flops_by_reg.png
Bar = 50 um. Other sequential cells in the stronger grey, the rest of the logic in the fainter grey.
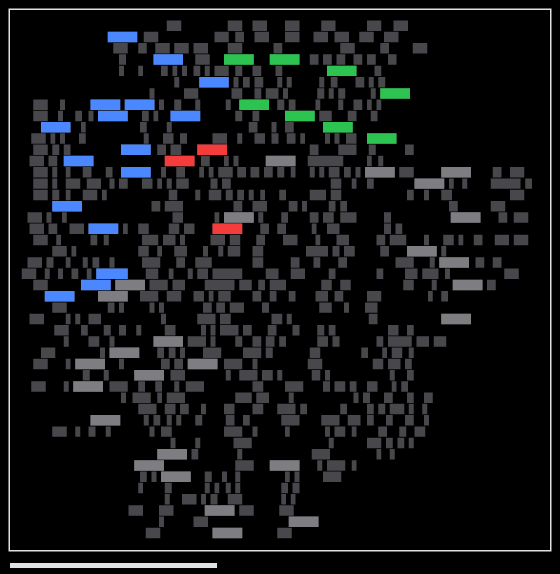
placement_by_type.png
Fill, decap, tap and diode cells in grey.
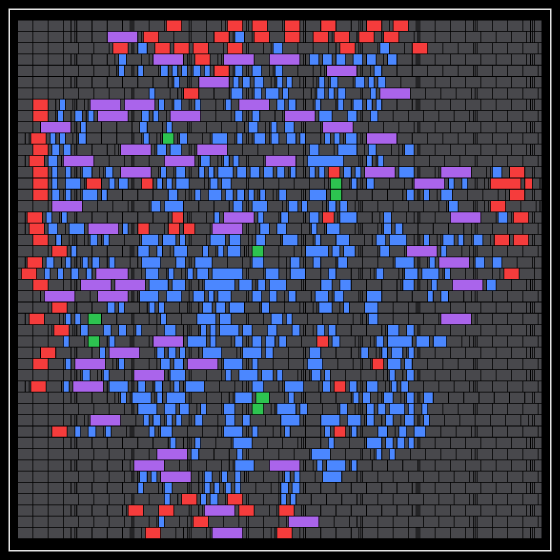
clocks.png
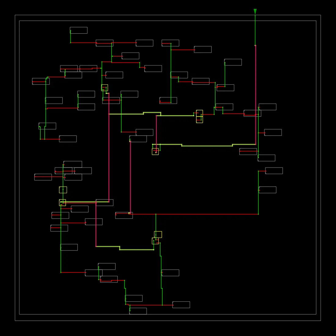
==> src/rtl/tisc_control.sv <==
// Fetch/decode/execute/writeback sequencer for the 8x8 register file.
// Fetches 16-bit instructions, runs an 8-bit ALU, and issues one write pulse per writing op.
module tisc_control #(
  parameter int unsigned DATA_W  = 8,
  parameter int unsigned RADDR_W = 3,
  parameter int unsigned PC_W    = 8,
  parameter int unsigned INSTR_W = 16,
  parameter logic [PC_W-1:0] RESET_PC = '0
) (
  input  logic               clk,
  input  logic               rst,
  output logic               instr_req,
  output logic [PC_W-1:0]    instr_addr,
  input  logic               instr_valid,
  input  logic [INSTR_W-1:0] instr_data,
  output logic               rf_en,
  output logic [RADDR_W-1:0] rf_write_addr,
  output logic [DATA_W-1:0]  rf_write_data,
  output logic [RADDR_W-1:0] rf_read_addr_1,
  input  logic [DATA_W-1:0]  rf_read_data_1,
  output logic [RADDR_W-1:0] rf_read_addr_2,
  input  logic [DATA_W-1:0]  rf_read_data_2,
  output logic               zero_flag,
  output logic               carry_flag,
  output logic               illegal,
  output logic               halted
);

  typedef enum logic [2:0] {
    S_FETCH, S_DECODE, S_EXECUTE, S_WRITEBACK, S_HALT
  } state_t;

  localparam logic [3:0] OP_NOP  = 4'h0;
  localparam logic [3:0] OP_ADD  = 4'h1;
  localparam logic [3:0] OP_SUB  = 4'h2;
  localparam logic [3:0] OP_AND  = 4'h3;
  localparam logic [3:0] OP_OR   = 4'h4;
  localparam logic [3:0] OP_XOR  = 4'h5;
  localparam logic [3:0] OP_MOV  = 4'h6;
  localparam logic [3:0] OP_LDI  = 4'h7;
  localparam logic [3:0] OP_JMP  = 4'h8;
  localparam logic [3:0] OP_BEQZ = 4'h9;
  localparam logic [3:0] OP_HALT = 4'hF;

  state_t               state;
  logic [PC_W-1:0]      pc;
  logic [INSTR_W-1:0]   ir;
  logic [DATA_W-1:0]    reg_a;
  logic [DATA_W-1:0]    reg_b;
  logic [DATA_W-1:0]    result;
  logic                 zf;
  logic                 cf;

  logic [3:0]           op;
  logic [RADDR_W-1:0]   rd;
  logic [DATA_W-1:0]    alu_res;
  logic                 alu_carry;
  logic                 flag_upd;
  logic                 op_illegal;

  assign op = ir[15:12];
  assign rd = ir[11:9];
  assign op_illegal = (op >= 4'hA) && (op <= 4'hE);

  always_comb begin
    alu_res   = '0;
    alu_carry = 1'b0;
    flag_upd  = 1'b0;
    case (op)
      OP_ADD: begin
        {alu_carry, alu_res} = {1'b0, reg_a} + {1'b0, reg_b};
        flag_upd = 1'b1;
      end
      OP_SUB: begin
        alu_res   = reg_a - reg_b;
        alu_carry = (reg_a < reg_b);
        flag_upd  = 1'b1;
      end
      OP_AND: begin alu_res = reg_a & reg_b; flag_upd = 1'b1; end
      OP_OR:  begin alu_res = reg_a | reg_b; flag_upd = 1'b1; end
      OP_XOR: begin alu_res = reg_a ^ reg_b; flag_upd = 1'b1; end
      OP_MOV: alu_res = reg_a;
      OP_LDI: alu_res = DATA_W'(ir[7:0]);
      default: alu_res = '0;
    endcase
  end

  // Outputs are decoded from registered state; rst forces them all low so a
  // reset landing in WRITEBACK suppresses that cycle's register write.
  assign instr_req      = !rst && (state == S_FETCH);
  assign instr_addr     = rst ? RESET_PC : pc;
  assign rf_en          = !rst && (state == S_WRITEBACK);
  assign rf_write_addr  = rst ? '0 : rd;
  assign rf_write_data  = rst ? '0 : result;
  assign rf_read_addr_1 = rst ? '0 : ((op == OP_BEQZ) ? rd : ir[8:6]);
  assign rf_read_addr_2 = rst ? '0 : ir[5:3];
  assign zero_flag      = !rst && zf;
  assign carry_flag     = !rst && cf;
  assign illegal        = !rst && (state == S_EXECUTE) && op_illegal;
  assign halted         = !rst && (state == S_HALT);

  always_ff @(posedge clk) begin
    if (rst) begin
      state  <= S_FETCH;
      pc     <= RESET_PC;
      ir     <= '0;
      reg_a  <= '0;
      reg_b  <= '0;
      result <= '0;
      zf     <= 1'b0;
      cf     <= 1'b0;
    end else begin
      case (state)
        S_FETCH: begin
          if (instr_valid) begin
            ir    <= instr_data;
            pc    <= pc + PC_W'(1);
            state <= S_DECODE;
          end
        end
        S_DECODE: begin
          reg_a <= rf_read_data_1;
          reg_b <= rf_read_data_2;
          state <= S_EXECUTE;
        end
        S_EXECUTE: begin
          result <= alu_res;
          if (flag_upd) begin
            zf <= (alu_res == '0);
            cf <= alu_carry;
          end
          case (op)
            OP_ADD, OP_SUB, OP_AND, OP_OR, OP_XOR, OP_MOV, OP_LDI:
              state <= S_WRITEBACK;
            OP_JMP: begin
              pc    <= PC_W'(ir[7:0]);
              state <= S_FETCH;
            end
            OP_BEQZ: begin
              if (reg_a == '0) pc <= PC_W'(ir[7:0]);
              state <= S_FETCH;
            end
            OP_HALT: state <= S_HALT;
            default: state <= S_FETCH;  // NOP and illegal opcodes
          endcase
        end
        S_WRITEBACK: state <= S_FETCH;
        S_HALT:      state <= S_HALT;
        default:     state <= S_FETCH;
      endcase
    end
  end

endmodule

==> config.mk <==
export PLATFORM = sky130hd
export DESIGN_NAME = tisc_control
export DESIGN_NICKNAME = d
export VERILOG_FILES = /design/src/rtl/tisc_control.sv
export SDC_FILE = /design/constraint.sdc
export NUM_CORES = 1
export LEC_CHECK = 0
export CAP_MARGIN = 20
export CELL_PAD_IN_SITES_DETAIL_PLACEMENT = 1
export CELL_PAD_IN_SITES_GLOBAL_PLACEMENT = 1
export CORE_MARGIN = 1.5
export CORE_UTILIZATION = 24
export CTS_BUF_LIST = sky130_fd_sc_hd__clkbuf_4
export CTS_CLUSTER_SIZE = 25
export DETAILED_ROUTE_END_ITERATION = 8
export PLACE_DENSITY = 0.65
export SLEW_MARGIN = 20
export SYNTH_ARGS = -nofsm -noshare
export SYNTH_HDL_FRONTEND = slang
export SYNTH_SLANG_ARGS = --single-unit
==> constraint.sdc <==
create_clock -name clk -period 3.1 [get_ports clk]
set_input_delay 0.465 -clock clk [delete_from_list [all_inputs] [get_ports clk]]
set_output_delay 0.465 -clock clk [all_outputs]
set_load 0.005 [all_outputs]
==> results_dict.tcl <==
# metrics dict for downstream scripts
set metrics [dict create \
    number_of_drc_violations_after_detailed_routing_iteration_0 175 \
    pwr_density_cell_nw_per_um2 330.1 \
    gr-usage-met3_pct 3.116 \
    path_class "reg -> out" \
    min_path_type "in -> reg" \
    num_rows 46 \
    remaining_drc_errors 0 \
    outcome "finished, final reports clean" \
    floorplan.die.width_um 130.3 \
    crit_start "ir[15]" \
    antenna_found_initial 0 \
    post_synth_main_logic_family "simple AND/OR/NAND/NOR gates" \
    critical_path_buf_inv_count 2 \
    crit-reg2reg-capture "zf" \
    unique_cell_types 68 \
    globalRoute.busiestLayer "met2" \
    highest-signal-layer "met4" \
    crit-reg2reg-launch "reg_a[0]" \
    cell_internal_pwr_mw 1.001 \
    synth-edff-count 0 \
    dpl_worst_slack_ns 0.2538 \
    power.switching_fraction_pct 37.01 \
    peakVddDrop_mv 0.1823 \
    clock_tree_from_tritoncts "yes" \
    crit_path_arrival_time_ns 2.49 \
    met2_usage_pct 27.59 \
    endpoint_required_time_on_the_critical_path_ns 2.63 \
    floorplan.core_util_pct 24.57 \
    port_buffers 65 \
    min_period_over_period_pct 95.28 \
    hold_start "rst" \
    clock_insertion_delay_worst_skew_ns 0.46 \
    simple_gate_share_pct 32.11 \
    total_power_mw 1.589 \
    final_clock_cell_share_pct 1.300 \
    postSynth.asyncResetShare_pct 0 \
    drt-met1-wl_um 6429 \
    pg_clk_uw 377 \
    num-multi-input-gates 419 \
    synth_sequential_area_ratio_pct 27.28 \
    cts.repair_timing.setup_buffer_count 0 \
    fa_ha_area_share_pct 9.395 \
    sh_comb_area_pct 53.54 \
    non_clock_buffer_area_share_pct 15.55 \
    via_density_per_instance 4.957 \
    place_inst 789 \
    final_core_util_pct 30.40 \
    layout.filler_cells 1917 \
    route.met2.wl_um 6509 \
    die_h_um 130.3 \
    grt_pass1_vias 4003 \
    cts_max_path_bufs 2 \
    setup_viol 0 \
    layout-drive-gt1-share_pct 5.852 \
    wl_per_cell_um 17.21 \
    synth_compound_gate_area_share_pct 21.94 \
    power.share.clock_pct 23.7 \
    synthesis.nets 597 \
]
About flops_by_reg.png:
netlist name	colour	placed flops
ir	blue	16
pc	green	8
state	red	3

About placement_by_type.png:
class	colour	cells	share of their area
remaining buffers and delay cells	red	77	16%
combinational and other logic	blue	443	59%
clock drivers and dummy loads	green	8	1.4%
sequential cells	purple	53	23%

About clocks.png:
clock buffer count: 5
Fin Clk Skew: 0.03443 ns
flip-flops: 53
number of buffers inserted during clock tree synthesis: 5
clk sinks: 53

